[config.mk]
export PLATFORM = sky130hd
export DESIGN_NAME = uart_rx_ctrl
export DESIGN_NICKNAME = d
export VERILOG_FILES = /design/src/rtl/uart_pkg.sv /design/src/rtl/uart_rx_fifo.sv /design/src/rtl/uart_rx_ctrl.sv
export SDC_FILE = /design/constraint.sdc
export NUM_CORES = 1
export LEC_CHECK = 0
export ABC_AREA = 1
export CELL_PAD_IN_SITES_DETAIL_PLACEMENT = 0
export CELL_PAD_IN_SITES_GLOBAL_PLACEMENT = 2
export CORE_UTILIZATION = 30
export DETAILED_ROUTE_END_ITERATION = 8
export GPL_TIMING_DRIVEN = 1
export PLACE_DENSITY = 0.78
export SLEW_MARGIN = 15
export SYNTH_ARGS = -nofsm -noshare
export SYNTH_HDL_FRONTEND = slang
export SYNTH_SLANG_ARGS = --single-unit
[constraint.sdc]
create_clock -name clk -period 3.1 [get_ports clk]
set_input_delay 0.62 -clock clk [delete_from_list [all_inputs] [get_ports clk]]
set_output_delay 0.62 -clock clk [all_outputs]
set_load 0.005 [all_outputs]
[src/rtl/uart_pkg.sv]
// Shared types for the UART receive-side controller: frame layout and control FSM states.
package uart_pkg;

    localparam int DBITS = 3;

    typedef struct packed {
        logic             perr;
        logic [DBITS-1:0] data;
    } frame_t;

    typedef enum logic {
        OFF = 1'b0,
        RUN = 1'b1
    } ctrl_state_t;

endpackage

[src/rtl/uart_rx_fifo.sv]
// Show-ahead frame FIFO: head entry is visible on `head` whenever `valid` is high.
module uart_rx_fifo
    import uart_pkg::*;
#(
    parameter int DEPTH = 4
) (
    input  logic                       clk,
    input  logic                       rst,
    input  logic                       push,
    input  frame_t                     push_frame,
    input  logic                       pop,
    input  logic                       flush,
    output frame_t                     head,
    output logic                       valid,
    output logic                       full,
    output logic [$clog2(DEPTH):0]     level
);

    localparam int AW = $clog2(DEPTH);
    localparam int LW = AW + 1;

    frame_t          mem_q [DEPTH];
    logic [AW-1:0]   wr_ptr_q, wr_ptr_d;
    logic [AW-1:0]   rd_ptr_q, rd_ptr_d;
    logic [LW-1:0]   level_q, level_d;
    logic            do_push, do_pop;

    assign full  = (level_q == LW'(DEPTH));
    assign valid = (level_q != '0);
    assign head  = mem_q[rd_ptr_q];
    assign level = level_q;

    // A push into a full FIFO only succeeds when a pop frees the head slot in the same cycle.
    assign do_push = push & ~flush & (~full | pop);
    assign do_pop  = pop  & ~flush & valid;

    always_comb begin
        // NOTE: every always_comb output gets a default first so no latch is inferred.
        wr_ptr_d = wr_ptr_q;
        rd_ptr_d = rd_ptr_q;
        level_d  = level_q;
        if (flush) begin
            wr_ptr_d = '0;
            rd_ptr_d = '0;
            level_d  = '0;
        end else begin
            if (do_push) wr_ptr_d = wr_ptr_q + AW'(1);
            if (do_pop)  rd_ptr_d = rd_ptr_q + AW'(1);
            unique case ({do_push, do_pop})
                2'b10:   level_d = level_q + LW'(1);
                2'b01:   level_d = level_q - LW'(1);
                default: level_d = level_q;
            endcase
        end
    end

    // NOTE: sequential state uses non-blocking assignments only.
    always_ff @(posedge clk) begin
        if (rst) begin
            wr_ptr_q <= '0;
            rd_ptr_q <= '0;
            level_q  <= '0;
        end else begin
            wr_ptr_q <= wr_ptr_d;
            rd_ptr_q <= rd_ptr_d;
            level_q  <= level_d;
        end
    end

    // NOTE: storage is not reset; level_q alone decides which entries are meaningful.
    always_ff @(posedge clk) begin
        if (do_push) mem_q[wr_ptr_q] <= push_frame;
    end

endmodule

[src/rtl/uart_rx_ctrl.sv]
// UART receive controller: 16x tick divider, parity check, frame FIFO and sticky status flags.
module uart_rx_ctrl
    import uart_pkg::*;
#(
    parameter int DEPTH    = 4,
    parameter int DIV_W    = 16,
    parameter int DROP_BAD = 0
) (
    input  logic                   clk,
    input  logic                   rst,
    input  logic                   en,
    input  logic [DIV_W-1:0]       baud_div,
    input  logic                   parity_odd,
    output logic                   tick,
    input  logic                   rx_done,
    input  logic [DBITS-1:0]       rx_data,
    input  logic                   rx_parity,
    output logic                   m_valid,
    output logic [DBITS-1:0]       m_data,
    output logic                   m_perr,
    input  logic                   m_ready,
    input  logic                   flush,
    input  logic                   clr_err,
    output logic                   perr_sticky,
    output logic                   ovf_sticky,
    output logic [$clog2(DEPTH):0] level
);

    ctrl_state_t      state_q, state_d;
    logic [DIV_W-1:0] count_q, count_d;
    logic [DIV_W-1:0] div_m1;
    logic             perr_q, perr_d;
    logic             ovf_q, ovf_d;
    logic             active, wrap, err, capture, push, pop, fifo_full;
    frame_t           head;

    always_comb begin
        state_d = state_q;
        active  = 1'b0;
        unique case (state_q)
            OFF: if (en) begin
                state_d = RUN;
                active  = ~rst;
            end
            RUN: if (!en) state_d = OFF;
                 else     active  = ~rst;
            default: state_d = OFF;
        endcase
    end

    // Divisor 0 and 1 both collapse to a terminal count of 0; >= lets a shrunk divisor wrap at once.
    assign div_m1  = (baud_div <= DIV_W'(1)) ? '0 : baud_div - DIV_W'(1);
    assign wrap    = (count_q >= div_m1);
    assign tick    = active & wrap;
    assign count_d = (active && !wrap) ? count_q + DIV_W'(1) : '0;

    assign err     = ((^rx_data) ^ rx_parity) != parity_odd;
    assign capture = active & rx_done;
    assign push    = capture & ~((DROP_BAD != 0) & err);
    assign pop     = m_valid & m_ready;

    always_comb begin
        perr_d = perr_q;
        ovf_d  = ovf_q;
        if (clr_err) begin
            perr_d = 1'b0;
            ovf_d  = 1'b0;
        end
        if (capture && err)                          perr_d = 1'b1;
        if (push && fifo_full && !pop && !flush)     ovf_d  = 1'b1;
    end

    always_ff @(posedge clk) begin
        if (rst) begin
            state_q <= OFF;
            count_q <= '0;
            perr_q  <= 1'b0;
            ovf_q   <= 1'b0;
        end else begin
            state_q <= state_d;
            count_q <= count_d;
            perr_q  <= perr_d;
            ovf_q   <= ovf_d;
        end
    end

    uart_rx_fifo #(
        .DEPTH (DEPTH)
    ) u_fifo (
        .clk        (clk),
        .rst        (rst),
        .push       (push),
        .push_frame ('{perr: err, data: rx_data}),
        .pop        (pop),
        .flush      (flush),
        .head       (head),
        .valid      (m_valid),
        .full       (fifo_full),
        .level      (level)
    );

    assign m_data      = head.data;
    assign m_perr      = head.perr;
    assign perr_sticky = perr_q;
    assign ovf_sticky  = ovf_q;

endmodule

**Run 1: metal 1**

Drawn at 4 px/um. Cells faint in the background.
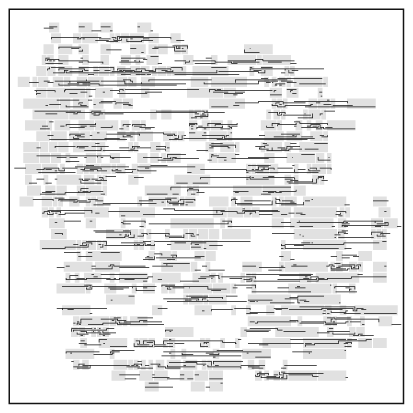
nets with wire on the layer = 467
longest straight run = 37.7 um
wire length on this layer = 3310 um
share of all routed wire = 51%

**Run 1: metal 2**

Drawn at 4 px/um.
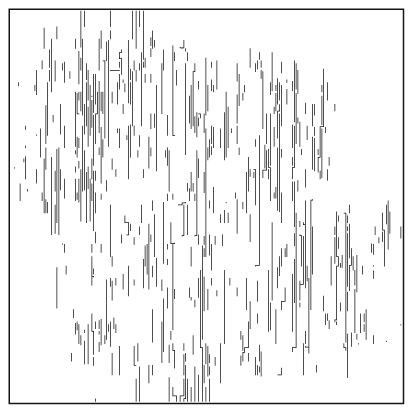
share of all routed wire = 45%
nets with wire on the layer = 387
longest straight run = 33.6 um
main direction = vertical
wire length on this layer = 2930 um

**Run 1: met3 routing**

Drawn at 3 px/um. Cells faint in the background.
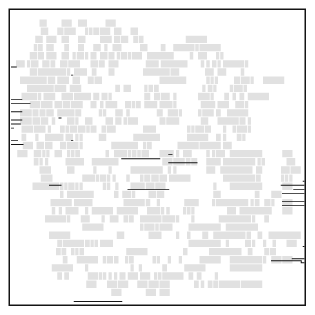
main direction = horizontal
longest straight run = 15.9 um
nets with wire on the layer = 22

**Run 1: pin map**

Drawn at 4 px/um. Pins as bars across the die edge, other pins in gray.
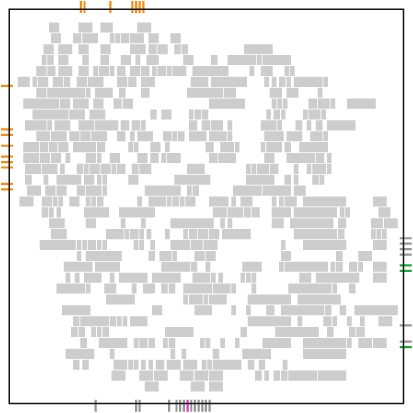
green -> `rx_data`  # pins 3, direction input, edge right
orange -> `baud_div`  # pins 16, direction input, edge 9 left, 7 top
magenta -> `ovf_sticky`  # pins 1, direction output, edge bottom

==> reports/results.ini, run 1 <==
[placed_design]
dp.cells = 541
portBuffers = 38

[critical_path]
cpLargestDelayFamily = simple AND/OR/NAND/NOR gates
r2r_cells = 11
crit_path_end = tick
cp_slowest_stage_delay_ns = 0.32

[timing]
fmax_mhz = 316
setup_violations = 1
finalWorstSetupSlack_ns = -0.0621
finalCriticalPeriod_ns = 3.16

[detailed_routing]
drc = 1
drtAntennaViolNets = 0

[clock_network]
clk_pin_slew_ns = 0.08
root_buffer = clkbuf_8
post-cts-setup-buffers = 11

[status]
failed_checks = DRC, setup timing
status = finished, violations left

[cells_and_area]
seq_area_frac = 0.247
lay_top_count = nand2_1
clk_share = 0.0278

[logic_synthesis]
ys_seq_frac = 0.368
ys_ff = 43

[die]
chipHeight_um = 98.2

**Run 1: track usage over the die**

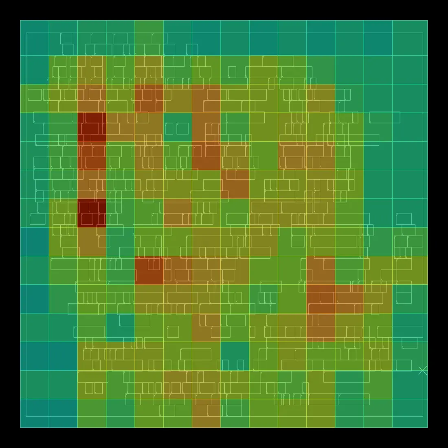

==> run 1 -> run 2 <==
- CORE_UTILIZATION: 30 -> 32
- PLACE_DENSITY: 0.78 -> 0.82
**Run 2: track usage over the die**

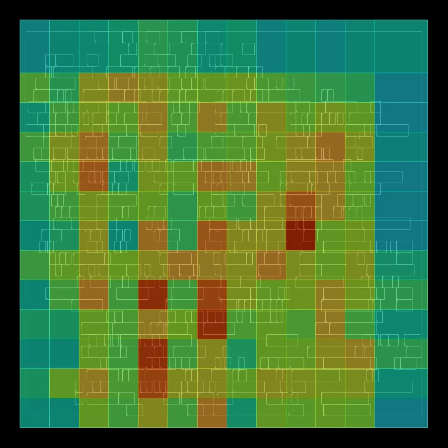
GR met3 Demand/Resource: 0.0215
global route hottest layer: met2
Final Core Density: 0.475
met1 GRT Util: 0.200

==> run 2 against run 1 <==
The flow now finishes without violations; sequential power hardly changed; clock power is 0.9% lower; die area decreased by 6.1%; highest routed layer unchanged; flip-flop count did not move; cell count decreased by 1.8%; cell area shrank 4.7%; critical path depth unchanged; first-iteration DRC count is 41% lower; global-route usage up 0.33 points; utilization grew 0.77 points; maximum frequency rose by 2.5%.
==> reports/results.ini, run 2 <==
[status]
status = finished, final reports clean

[run]
warnings = 32

[power_and_ir_drop]
ir_drop_uv = 211
top_power_group = sequential cells
p_leak_nw = 1.59
power_sequential_mw = 0.594
total_power_mw = 1.22

[die]
chipHeight_um = 95.1

[clock_network]
clk_pin_slew_ns = 0.08
post-cts-setup-buffers = 11
root_buffer = clkbuf_8
cts_sinks = 43
ctsResizeCount = 84

[grt]
antenna_found_initial = 0
grt.overflow.total = 0

[critical_path]
cp-end-kind = primary output
r2r_cells = 17
cp_slowest_stage_delay_ns = 0.29
crit_path_end = tick

[logic_synthesis]
yosys.area_share.adder = 0.115
ys_types = 35
syn_nets = 413
avgSynthCellArea_um2 = 7.71
ys_ff = 43
synth_top_area_share = 0.195
ys_seq_frac = 0.368

[timing]
finalWorstSetupSlack_ns = 0.0157
fmax_mhz = 324
finalCriticalPeriod_ns = 3.08

[cells_and_area]
drive_above_1_share = 0.273
buf_share = 0.180
clk_share = 0.0282
seq_area_frac = 0.259
logic_area_um2 = 1780
final_nets = 499
lay_top_count = nand2_1

[detailed_routing]
vias = 2449
drt-total-wl_um = 6270
drtAntennaViolNets = 0

[placed_design]
dp.cells = 533
portBuffers = 38

[hold_path]
worstHoldStart = ovf_sticky

**Run 2: metal 1**

Drawn at 4 px/um. Cells faint in the background.
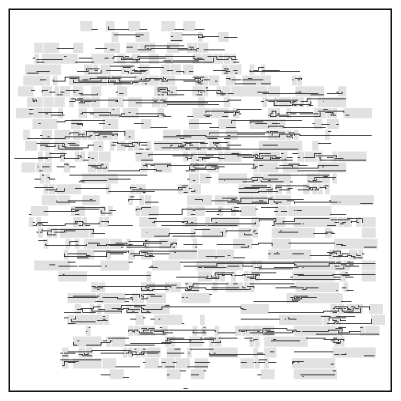
wire length on this layer = 3120 um
share of all routed wire = 50%
longest straight run = 38.6 um
nets with wire on the layer = 457
main direction = horizontal

**Run 2: metal 2**

Drawn at 4 px/um.
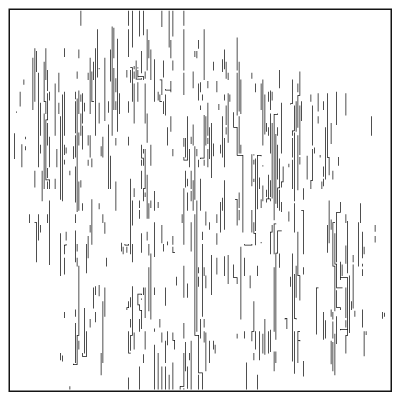

==> run 2 -> run 3 <==
- SKIP_LAST_GASP: default -> 1
**Run 3: metal 2**

Drawn at 4 px/um.
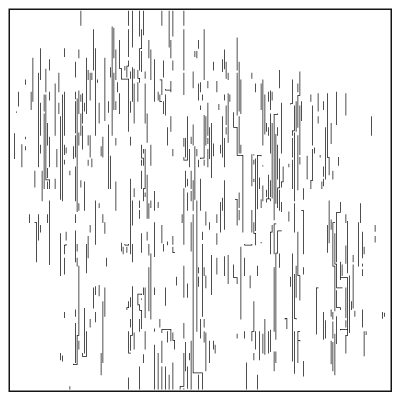
nets with wire on the layer = 389
main direction = vertical
longest straight run = 39.6 um
share of all routed wire = 47%

**Run 3: track usage over the die**

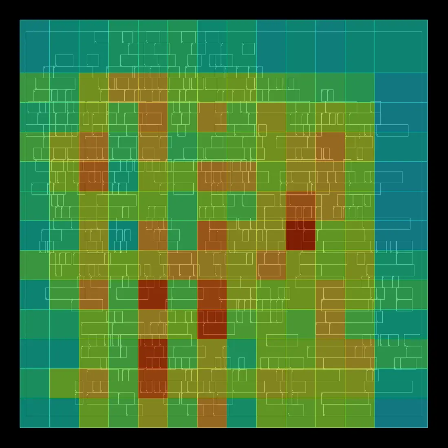
All-Layer GR Usage: 0.146
drt wl/cell: 11.3 um
GRT met2 Usage: 0.240
Final Core Density: 0.473

==> run 3 against run 2 <==
The run now ends with setup timing left; utilization is 0.21 points lower; highest routed layer unchanged; clock-buffer cell count did not move; cell area is 0.44% lower; combinational power hardly changed; cell count unchanged.
==> reports/results.ini, run 3 <==
[timing]
finalCriticalPeriod_ns = 3.11
fmax_mhz = 321
setup_violations = 1
rsz0062_at_grt = yes
finalWorstSetupSlack_ns = -0.0134

[status]
failed_checks = setup timing
status = finished, violations left

[power_and_ir_drop]
top_power_group = sequential cells
total_power_mw = 1.22
p_leak_nw = 1.58
power_sequential_mw = 0.594
ir_drop_uv = 211

[critical_path]
critical_path.startpoint = baud_div[7]
crit_type = in2out
cpLargestDelayFamily = simple AND/OR/NAND/NOR gates
r2r_cells = 17
crit_path_end = tick
cp_slowest_stage_delay_ns = 0.30
cp-end-kind = primary output

[grt]
antenna_found_initial = 0
grt.overflow.total = 0
grt-busiest-layer = met2
met1_usage = 0.200

[die]
chipHeight_um = 95.1
dieArea_um2 = 9050

[clock_network]
post-cts-setup-buffers = 11
cts_sinks = 43
clk_pin_slew_ns = 0.08
ctsResizeCount = 83
root_buffer = clkbuf_8

[cells_and_area]
final_nets = 499
drive_above_1_share = 0.266
clk_share = 0.0284
logic_area_um2 = 1760
buf_share = 0.180
n_fill_cell = 839
seq_area_frac = 0.260

[detailed_routing]
drt-total-wl_um = 6240
vias = 2446
drtAntennaViolNets = 0
drc = 0

[run]
warnings = 32

[logic_synthesis]
ys_ff = 43
yosys.area_share.adder = 0.115
synth_top_area_share = 0.195
muxShareOfSynthArea = 0

[placed_design]
dp.cells = 533
portBuffers = 38

No activity file was given, so power comes from the tool's default toggle rates.
